Figure 1. Placed cells, one color a class (run 1).
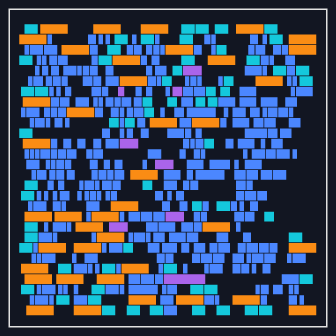
Figure 2. Clock routing (run 1).
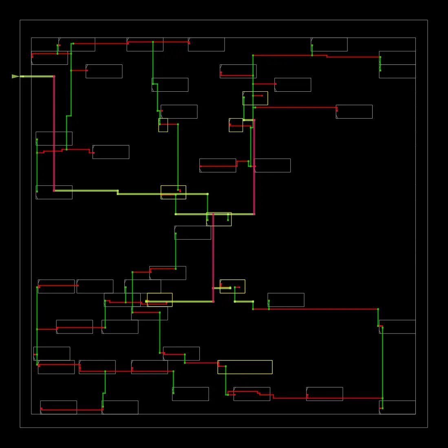
Figure 3. Routed clock nets over the placement (run 1).
Bar = 20 µm.
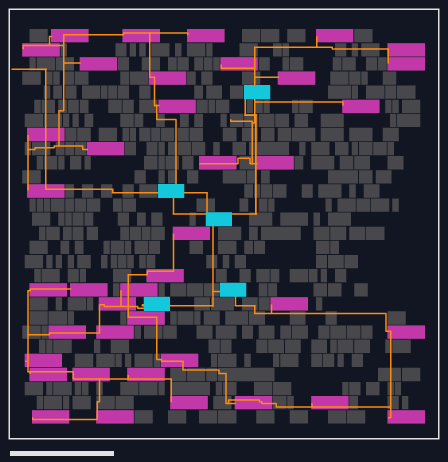
**config.mk**
```make
export PLATFORM = sky130hd
export DESIGN_NAME = i2s_mix_sched
export DESIGN_NICKNAME = d
export VERILOG_FILES = /design/src/rtl/i2s_pkg.sv /design/src/rtl/rr_arbiter.sv /design/src/rtl/i2s_mix_sched.sv
export SDC_FILE = /design/constraint.sdc
export NUM_CORES = 1
export LEC_CHECK = 0
export CAP_MARGIN = 40
export CORE_MARGIN = 2
export CORE_UTILIZATION = 50
export DETAILED_ROUTE_END_ITERATION = 6
export PLACE_DENSITY = 0.77
export SYNTH_ARGS = -nofsm -noshare
export SYNTH_HDL_FRONTEND = slang
export SYNTH_SLANG_ARGS = --single-unit
```
**constraint.sdc**
```tcl
create_clock -name sck -period 3.4 [get_ports sck]
set_input_delay 0.34 -clock sck [delete_from_list [all_inputs] [get_ports sck]]
set_output_delay 0.34 -clock sck [all_outputs]
set_load 0.05 [all_outputs]
```
**src/rtl/i2s_pkg.sv**
```systemverilog
// Shared constants and types for the i2s mixer scheduler.
package i2s_pkg;
  localparam logic SIDE_LEFT  = 1'b1;
  localparam logic SIDE_RIGHT = 1'b0;

  typedef enum logic {IDLE, PRESENT} sched_state_t;
endpackage

```
**src/rtl/rr_arbiter.sv**
```systemverilog
// Combinational round-robin pick: first eligible index after ptr, wrapping.
module rr_arbiter #(
  parameter int N = 4,
  parameter int SRCW = $clog2(N)
) (
  input  logic [N-1:0]    elig,
  input  logic [SRCW-1:0] ptr,
  output logic [N-1:0]    grant,
  output logic [SRCW-1:0] grant_idx,
  output logic            any_grant
);
  localparam int unsigned NU = N;

  logic [SRCW-1:0] pos;

  always_comb begin
    grant     = '0;
    grant_idx = '0;
    any_grant = 1'b0;
    pos       = '0;
    for (int unsigned k = 1; k <= NU; k++) begin
      pos = SRCW'((32'(ptr) + k) % NU);
      if (!any_grant && elig[pos]) begin
        any_grant  = 1'b1;
        grant[pos] = 1'b1;
        grant_idx  = pos;
      end
    end
  end
endmodule

```
**src/rtl/i2s_mix_sched.sv**
```systemverilog
// Shares one mixer sample port among NUM_SOURCES i2sin receivers, grouping
// samples by stereo side with round-robin order inside each side.
module i2s_mix_sched
  import i2s_pkg::*;
#(
  parameter int BITS_PRECISION = 4,
  parameter int NUM_SOURCES = 4,
  localparam int SRCW = $clog2(NUM_SOURCES)
) (
  input  logic                                sck,
  input  logic                                rst,
  input  logic [NUM_SOURCES*BITS_PRECISION-1:0] src_data,
  input  logic [NUM_SOURCES-1:0]              src_lr,
  input  logic [NUM_SOURCES-1:0]              src_en,
  input  logic [NUM_SOURCES-1:0]              src_mask,
  output logic [BITS_PRECISION-1:0]           out_data,
  output logic [SRCW-1:0]                     out_src,
  output logic                                out_lr,
  output logic                                out_first,
  output logic                                out_valid,
  input  logic                                out_ready,
  output logic [NUM_SOURCES-1:0]              overrun,
  input  logic                                ovr_clear
);
  logic [NUM_SOURCES-1:0]    hold_valid, hold_lr;
  logic [BITS_PRECISION-1:0] hold_data [NUM_SOURCES];

  sched_state_t    state;
  logic            cur_side, side_fresh;
  logic [SRCW-1:0] rr_ptr;

  logic [NUM_SOURCES-1:0] same_side, elig_cur, elig_oth, oh_cur, oh_oth, win_oh, new_ovr;
  logic [SRCW-1:0]        idx_cur, idx_oth, win_idx;
  logic                   any_cur, any_oth, can_grant, do_grant, flip;

  always_comb begin
    same_side = cur_side ? hold_lr : ~hold_lr;
    elig_cur  = hold_valid & same_side;
    elig_oth  = hold_valid & ~same_side;
    can_grant = (state == IDLE) || out_ready;
    flip      = !any_cur;
    do_grant  = can_grant && (any_cur || any_oth);
    win_idx   = any_cur ? idx_cur : idx_oth;
    win_oh    = do_grant ? (any_cur ? oh_cur : oh_oth) : '0;
  end

  rr_arbiter #(.N(NUM_SOURCES), .SRCW(SRCW)) u_arb_cur (
    .elig(elig_cur), .ptr(rr_ptr), .grant(oh_cur), .grant_idx(idx_cur), .any_grant(any_cur)
  );

  rr_arbiter #(.N(NUM_SOURCES), .SRCW(SRCW)) u_arb_oth (
    .elig(elig_oth), .ptr(rr_ptr), .grant(oh_oth), .grant_idx(idx_oth), .any_grant(any_oth)
  );

  for (genvar g = 0; g < NUM_SOURCES; g++) begin : g_hold
    logic                      hv, hl;
    logic [BITS_PRECISION-1:0] hd;

    // A hold that is granted on this edge frees up in time to take a new strobe.
    always_ff @(posedge sck) begin
      if (!rst) begin
        hv <= 1'b0;
        hl <= SIDE_LEFT;
        hd <= '0;
      end else if (!src_mask[g]) begin
        hv <= 1'b0;
      end else if (src_en[g]) begin
        if (!hv || win_oh[g]) begin
          hv <= 1'b1;
          hl <= src_lr[g];
          hd <= src_data[g*BITS_PRECISION +: BITS_PRECISION];
        end
      end else if (win_oh[g]) begin
        hv <= 1'b0;
      end
    end

    assign hold_valid[g] = hv;
    assign hold_lr[g]    = hl;
    assign hold_data[g]  = hd;
    assign new_ovr[g]    = src_mask[g] && src_en[g] && hv && !win_oh[g];
  end

  always_ff @(posedge sck) begin
    if (!rst) overrun <= '0;
    else      overrun <= (ovr_clear ? '0 : overrun) | new_ovr;
  end

  always_ff @(posedge sck) begin
    if (!rst) begin
      state      <= IDLE;
      out_valid  <= 1'b0;
      out_data   <= '0;
      out_src    <= '0;
      out_lr     <= SIDE_LEFT;
      out_first  <= 1'b0;
      cur_side   <= SIDE_LEFT;
      side_fresh <= 1'b1;
      rr_ptr     <= SRCW'(NUM_SOURCES - 1);
    end else begin
      case (state)
        IDLE, PRESENT: begin
          if (do_grant) begin
            state      <= PRESENT;
            out_valid  <= 1'b1;
            out_data   <= hold_data[win_idx];
            out_src    <= win_idx;
            out_lr     <= flip ? ~cur_side : cur_side;
            out_first  <= flip || side_fresh;
            side_fresh <= 1'b0;
            rr_ptr     <= win_idx;
            if (flip) cur_side <= ~cur_side;
          end else if (state == PRESENT && out_ready) begin
            state     <= IDLE;
            out_valid <= 1'b0;
          end
        end
        default: state <= IDLE;
      endcase
    end
  end
endmodule

```
==> impl_metrics.json, run 1 <==
{
  "status": "completed",
  "crit_fanout": 6,
  "fmax_mhz": 306.3,
  "post-cts-setup-buffer-count": 0,
  "wl_met3_um": 456,
  "io_pins": 45,
  "grt_pass1_vias": 2965,
  "vias": 3237,
  "grt_max_degree": 48,
  "fin_total_pwr_mw": 2.464,
  "power.leakage_nw": 1.410,
  "critical_path_class": "reg2reg",
  "post_cts_resized": 0,
  "hold_start": "side_fresh",
  "yosysTopAreaCellShare_pct": 26.01,
  "portBuffers": 44,
  "largest_class": "combinational gates",
  "cp.depth": 9,
  "fill_cells": 543,
  "ys_cells": 395,
  "syn_inst": 395,
  "ir_worst_vdd_v": 0.0003184,
  "via_per_inst": 6.273,
  "r2r_start": "rr_ptr[0]",
  "non_clock_buffer_count": 62,
  "yosysSeqAreaShare_pct": 26.01,
  "routed.top_layer": "met4",
  "r2r_cells": 9,
  "ant_nets": 0,
  "place.gp.congestion": 0.9145,
  "synthAoiAreaFrac_pct": 29.99,
  "power_density_mw_per_mm2": 659.4,
  "simple_gate_area_share_pct": 26.05,
  "period_used_pct": 96.02,
  "cts.clk_slew.worst_paths_ns": 0.10,
  "floorplan.nets": 435,
  "ys_seq_elements": 40,
  "utilization_pct": 63.12,
  "cts_tree": "built",
  "hold_viol": 0,
  "p_int_mw": 1.278,
  "num-multi-input-gates": 317,
  "openroad.warnings": 33,
  "row_count": 28,
  "regMostFlops": "g_hold.hd",
  "wl_met2_mm": 4.515,
  "async_reset_ff_share_pct": 0,
  "dp_hpwl_mm": 6.931,
  "path_delay_family": "AND-OR/OR-AND gates",
  "layout-area-overhead-vs-synth_pct": 21.37,
  "cts_buffer_depth": 2,
  "crit_required_ns": 3.61,
  "die_h_um": 82.48,
  "dp.cells": 508,
  "routedWlPerCell_um": 18.14,
  "synthesis.area_mm2": 0.003079,
  "wirelength_mm": 9.362,
  "edf_count": 0,
  "path_buffers": 2,
  "yosys_warnings": 0,
  "coreArea_mm2": 0.005921,
  "area_share_clock_buf_inv_pct": 2.980,
  "ff2ff_setup_slack_ns": 0.14,
  "area_leaders": "dfxtp_1, nand2_1, mux2i_1, a21oi_1, ha_1",
  "top_cell": "nand2_1",
  "regArea_um2": 800.8,
  "cts_made_buffers": 5,
  "clockBufferCount": 5,
  "clockRootBuffer": "clkbuf_8",
  "final_area_mm2": 0.003737,
  "power_frac_seq_pct": 24.7,
  "r2r-end": "g_hold[1].hl",
  "use_met1_pct": 37.75,
  "hold_slack_ns": 0.4577,
  "start_kind": "register",
  "p_comb_mw": 1.44,
  "num_tap_cells": 75,
  "wl_met1_mm": 4.053,
  "layout.nets": 480,
  "grt_usage_pct": 29.16,
  "fin_crit_ns": 3.265,
  "antenna_cells": 0,
  "lay_top_count": "nand2_1",
  "setup.worst_path.end": "g_hold[1].hl",
  "ff_count": 40,
  "crit_start": "rr_ptr[0]",
  "holdPathStages": 2,
  "dieArea_mm2": 0.006802,
  "overflow": 0,
  "yosysTopAreaCell": "dfxtp_1",
  "rsz0062_at_grt": "false",
  "firstDrtPassIters": 6,
  "final_cells": 516,
  "slowest_stage": "a211oi_1",
  "worstHoldEndpoint": "side_fresh",
  "fa_ha_area_share_pct": 3.251,
  "muxShareOfSynthArea_pct": 6.176,
  "drc": 0,
  "top_usage_layer": "met2",
  "crit_path_cell_trace": "clkinv_1, ha_1, inv_1, a221oi_1, nor2_1, a22o_1, a211oi_1, o31ai_4, a211o_1",
  "finalWorstSetupSlack_ns": 0.1355,
  "synth_xor_xnor_area_share_pct": 2.844,
  "hold_path_class": "reg2reg",
  "layout_top_cells": "nand2_1, clkdlybuf4s50_1, dfxtp_1",
  "max_slew_margin_pct": 44.72,
  "p_sw_share_pct": 48.15,
  "htreeDepth": 2,
  "switchingPower_mw": 1.187,
  "maxCapViolCount": 0,
  "dpl-instance-area_mm2": 0.003626,
  "synth.distinct_cells": 58,
  "final.setup.tns_ns": 0,
  "sh_comb_area_pct": 56.28,
  "dieWidth_um": 82.48,
  "antenna_found_initial": 0,
  "synthTopLogicFamily": "AND-OR/OR-AND gates",
  "buf_share_pct": 15.40,
  "ys_area_mm2": 0.003079,
  "grt_pass1_wl_mm": 14.99,
  "logic_area_mm2": 0.002103,
  "use_met2_pct": 48.39,
  "seq_share_pct": 21.43,
  "gr-usage-met3_pct": 3.804,
  "p_seq_mw": 0.609,
  "yosys-top-cells-count": "nand2_1, dfxtp_1, a21oi_1, mux2i_1, nor2_1",
  "drtIter0Drc": 228,
  "initCoreUtil_pct": 52.01,
  "inverters_excl_clock": 14
}
About Figure 1:
- cyan: remaining buffers and delay cells (cells 62)
- blue: remaining logic cells (cells 331)
- purple: clock drivers and dummy loads (cells 8)
- orange: registers (cells 40)

About Figure 2:
Clk power: 0.412 mW
Num Clock Sinks: 40

About Figure 3:
- cyan: clock-net drivers (count 5)
- magenta: flip-flops (count 40)
- orange: clock wires (length 648 µm)
- routed clock nets: 6
Late-Pin Clk Latency: 0.31 ns
worst clock skew: 0.01532 ns
clock share of power: 16.7%

Figure 4. Wire density map (run 1).
16 x 16 tiles, from dark blue (low) to red (high), scaled to the fullest tile. Values are wire area over tile area, all layers added.
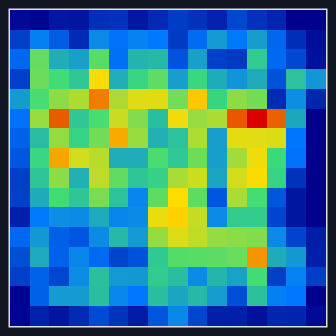

--- run 2 (diff from run 1) ---
- CORE_UTILIZATION: 50 -> 28
- PLACE_DENSITY: 0.77 -> default
Figure 5. Wire density map (run 2).
22 x 22 tiles, from dark blue (low) to red (high), scaled to the fullest tile. Values are wire area over tile area, all layers added.
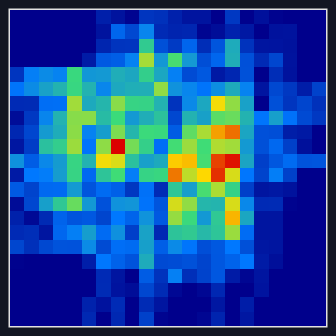
- mean over tiles: 0.13
- emptiest ninth of the die: bottom right
- fullest tile: 0.64
- nearly empty tiles: 26%
- tiles over half the peak: 9.9%
- densest ninth of the die: middle

Figure 6. Met4 routing (run 2).
Cells faint in the background.
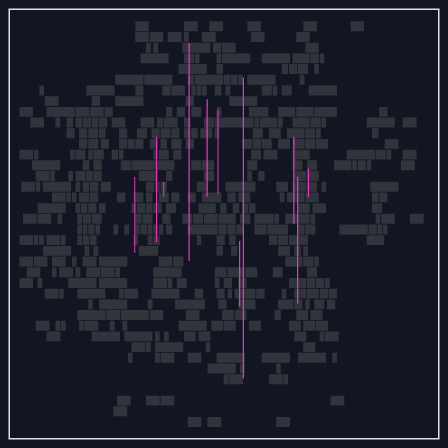
- share of all routed wire: 3.2%
- longest straight run: 76.2 µm
- wire length on this layer: 303 µm
- nets with wire on the layer: 10
- main direction: vertical
total number of vias: 3150
final WL: 9.583 mm

==> run 2 against run 1 <==
Wire length up 2.4%; sequential cell count is the same; sequential share of layout area decreased by 0.44 points; highest routed layer unchanged; hold slack worse by 0.010 ns; clock power grew 2%; synthesized cell count did not move; via count fell by 2.7%.
==> impl_metrics.json, run 2 <==
{
  "synthesis.area_mm2": 0.003079,
  "wl_met3_um": 514,
  "drtIter0Drc": 174,
  "initCoreUtil_pct": 28.53,
  "via_per_inst": 5.431,
  "yosysSeqAreaShare_pct": 26.01,
  "fill_cells": 1126,
  "p_seq_mw": 0.619,
  "regArea_um2": 800.8,
  "r2r-end": "g_hold[1].hl",
  "maxCapViolCount": 0,
  "use_met1_pct": 19.86,
  "fin_crit_ns": 3.187,
  "synth.distinct_cells": 58,
  "drc": 0,
  "sh_comb_area_pct": 55.13,
  "async_reset_ff_share_pct": 0,
  "start_kind": "register",
  "p_int_mw": 1.267,
  "wl_met1_mm": 4.040,
  "power.leakage_nw": 1.406,
  "status": "completed",
  "yosysTopAreaCell": "dfxtp_1",
  "cts_made_buffers": 5,
  "crit_fanout": 9,
  "r2r_start": "rr_ptr[0]",
  "period_used_pct": 93.73,
  "switchingPower_mw": 1.158,
  "synthAoiAreaFrac_pct": 29.99,
  "area_share_clock_buf_inv_pct": 3.017,
  "wl_met2_mm": 4.724,
  "top_cell": "nand2_1",
  "ff2ff_setup_slack_ns": 0.21,
  "inverters_excl_clock": 14,
  "logic_area_mm2": 0.002103,
  "use_met2_pct": 29.33,
  "final_cells": 580,
  "post_cts_resized": 0,
  "floorplan.nets": 435,
  "layout_top_cells": "nand2_1, clkdlybuf4s50_1, dfxtp_1",
  "antenna_found_initial": 0,
  "holdPathStages": 2,
  "dp.cells": 572,
  "grt_pass1_vias": 3001,
  "htreeDepth": 2,
  "portBuffers": 44,
  "cts.clk_slew.worst_paths_ns": 0.10,
  "place.gp.congestion": 0.9618,
  "ff_count": 40,
  "dieArea_mm2": 0.01185,
  "final_area_mm2": 0.003815,
  "yosysTopAreaCellShare_pct": 26.01,
  "hold_viol": 0,
  "dp_hpwl_mm": 7.171,
  "worstHoldEndpoint": "side_fresh",
  "rsz0062_at_grt": "false",
  "pg_clk_mw": 0.420,
  "fin_skew_ns": 0.009690,
  "ys_seq_elements": 40,
  "muxShareOfSynthArea_pct": 6.176,
  "path_buffers": 2,
  "synth_xor_xnor_area_share_pct": 2.844,
  "cts.sinks": 40,
  "p_clk_share_pct": 17.3,
  "slowest_stage": "a211oi_1",
  "hold_path_class": "reg2reg",
  "buf_share_pct": 14.89,
  "edf_count": 0,
  "crit_path_cell_trace": "clkinv_1, ha_1, inv_1, a221oi_1, nor2_1, a22o_1, a211oi_1, o31ai_4, a211o_1",
  "non_clock_buffer_count": 61,
  "grt_pass1_wl_mm": 15.28,
  "final.setup.tns_ns": 0,
  "syn_inst": 395,
  "firstDrtPassIters": 5,
  "layout.nets": 479,
  "p_comb_mw": 1.38,
  "layout-area-overhead-vs-synth_pct": 23.89,
  "power_density_mw_per_mm2": 635.5,
  "ir_worst_vdd_v": 0.0002301,
  "post-cts-setup-buffer-count": 0
}
Figure 7. Placed cells, one color a class (run 2).
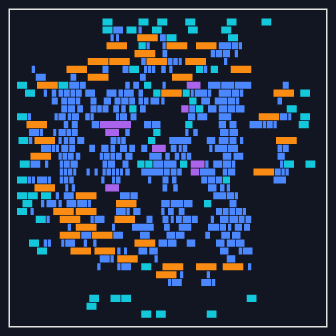
- cyan: remaining buffers and delay cells (cells 61)
- purple: clock drivers and dummy loads (cells 8)
- blue: remaining logic cells (cells 331)
- orange: registers (cells 40)
CORE AREA: 0.01079 mm²
register share of the cell area: 20.99%

Figure 8. Routed clock nets over the placement (run 2).
Bar = 20 µm.
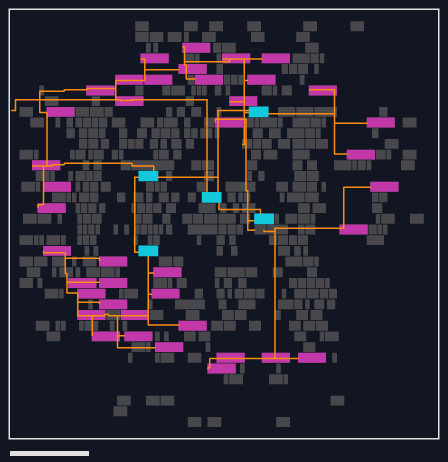

--- run 3 (diff from run 2) ---
- CAP_MARGIN: 40 -> 20
- CELL_PAD_IN_SITES_DETAIL_PLACEMENT: default -> 1
- CELL_PAD_IN_SITES_GLOBAL_PLACEMENT: default -> 1
- PLACE_DENSITY_LB_ADDON: default -> 0.1
Figure 9. Routed clock nets over the placement (run 3).
Bar = 20 µm.
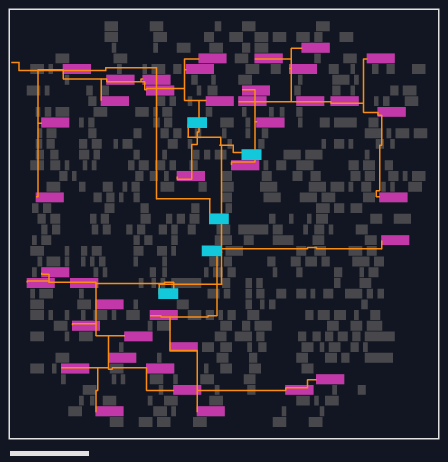
- orange: clock wires (length 703 µm)
- magenta: flip-flops (count 40)
- cyan: clock-net drivers (count 5)
- routed clock nets: 6
Late-Pin Clk Latency: 0.30 ns
worst clock skew: 0.004500 ns
Clk power: 0.330 mW
clock share of power: 13.5%

Figure 10. Clock routing (run 3).
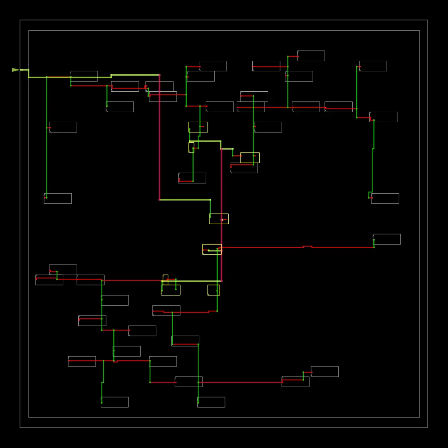
Clock buffer cells: 7
CTS Buf Count: 5
sequential cells: 40

==> run 3 against run 2 <==
Hold slack gained 0.013 ns; synthesized cell count unchanged; critical endpoint is now out_data[2]; sequential cell count stayed put; combinational power rose by 8%; setup slack better by 0.083 ns; clock skew down 0.0052 ns; clock-buffer cell count is 2 higher; largest cell class unchanged; global-route usage grew 2.7 points.
==> impl_metrics.json, run 3 <==
{
  "status": "completed",
  "critical_path_class": "reg2reg",
  "drtIter0Drc": 96,
  "top_cell": "nand2_1",
  "path_buffers": 1,
  "post-cts-setup-buffer-count": 0,
  "wirelength_mm": 10.90,
  "top_usage_layer": "met2",
  "synthAoiAreaFrac_pct": 29.99,
  "dp_hpwl_mm": 8.223,
  "num_tap_cells": 140,
  "wl_met2_mm": 5.482,
  "inverters_excl_clock": 14,
  "yosys-top-cells-count": "nand2_1, dfxtp_1, a21oi_1, mux2i_1, nor2_1",
  "dp.cells": 575,
  "regMostFlops": "g_hold.hd",
  "buf_share_pct": 15.66,
  "drv_slew": 0,
  "power_frac_seq_pct": 25.6,
  "gr-usage-met3_pct": 2.451,
  "yosysTopAreaCell": "dfxtp_1",
  "synthesis.area_mm2": 0.003079,
  "antenna_cells": 0,
  "power.group.top": "combinational cells",
  "p_int_mw": 1.229,
  "vias": 3241,
  "period_used_pct": 91.30,
  "ff2ff_setup_slack_ns": 0.30,
  "holdPathStages": 2,
  "area_share_clock_buf_inv_pct": 2.227,
  "crit_required_ns": 3.59,
  "r2r-end": "out_data[2]",
  "fill_cells": 1284,
  "ctsHoldBuffers": 0,
  "non_clock_buffer_count": 64,
  "firstDrtPassIters": 4,
  "yosysSeqAreaShare_pct": 26.01,
  "p_seq_mw": 0.624,
  "final_cells": 583,
  "routedWlPerCell_um": 18.69,
  "layout_top_cells": "nand2_1, clkdlybuf4s50_1, dfxtp_1",
  "grt_pass1_wl_mm": 17.75,
  "muxShareOfSynthArea_pct": 6.176,
  "dpl-instance-area_mm2": 0.003730,
  "dp_slack_ns": 0.1480,
  "wl_met1_mm": 4.887,
  "lay_top_count": "nand2_1",
  "synthTopLogicFamily": "AND-OR/OR-AND gates",
  "place.gp.congestion": 0.8643,
  "crit_fanout": 19,
  "hold_viol": 0,
  "sh_comb_area_pct": 55.19,
  "async_reset_ff_share_pct": 0,
  "worstHoldEndpoint": "side_fresh",
  "switchingPower_mw": 1.214,
  "layout.nets": 482,
  "layout-area-overhead-vs-synth_pct": 24.06,
  "yosysTopAreaCellShare_pct": 26.01,
  "use_met2_pct": 34.56,
  "use_met1_pct": 23.71,
  "cts.sinks": 40,
  "antenna_found_initial": 0,
  "max_slew_margin_pct": 50.28,
  "ys_area_mm2": 0.003079,
  "area_leaders": "dfxtp_1, nand2_1, mux2i_1, a21oi_1, ha_1",
  "power.leakage_nw": 1.415,
  "rsz0062_at_grt": "false",
  "clockRootBuffer": "clkbuf_8",
  "cts_tree": "built",
  "crit_path_max_incr_delay_ns": 0.64,
  "regArea_um2": 800.8,
  "drc": 0,
  "cts.clk_slew.worst_paths_ns": 0.09,
  "logic_area_mm2": 0.002108,
  "maxCapViolCount": 0,
  "coreArea_mm2": 0.01079,
  "grt_pass1_vias": 3343,
  "htreeDepth": 2,
  "portBuffers": 44,
  "fin_crit_ns": 3.104,
  "dieArea_mm2": 0.01185,
  "p_comb_mw": 1.49,
  "overflow": 0,
  "ir_worst_vdd_v": 0.0001974,
  "synth.distinct_cells": 58,
  "initCoreUtil_pct": 28.53,
  "synth_xor_xnor_area_share_pct": 2.844,
  "openroad.warnings": 33,
  "post_cts_resized": 0,
  "cp.depth": 8,
  "start_kind": "register",
  "floorplan.nets": 435,
  "r2r_start": "cur_side",
  "syn_inst": 395,
  "cp-end-kind": "register",
  "crit_path_cell_trace": "xor2_1, a221oi_1, buf_4, o211ai_1, o211ai_2, o211ai_1, nand4_1, a221o_1",
  "via_per_inst": 5.559,
  "hold_path_class": "reg2reg",
  "slowest_stage": "dfxtp_1",
  "wl_met3_um": 229,
  "power_density_mw_per_mm2": 639.5,
  "final.setup.tns_ns": 0,
  "hold_start": "side_fresh",
  "ys_seq_elements": 40,
  "edf_count": 0
}
Figure 11. Placed cells, one color a class (run 3).
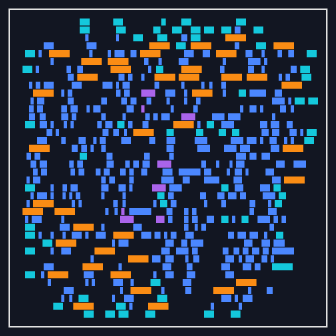
- purple: clock drivers and dummy loads (cells 8)
- orange: registers (cells 40)
- blue: remaining logic cells (cells 331)
- cyan: remaining buffers and delay cells (cells 64)
Final Core Density: 35.39%
Cell Rows: 38
register share of the cell area: 20.96%
post-layout instance area: 0.003820 mm²

Power is estimated from default activity; no workload was simulated.
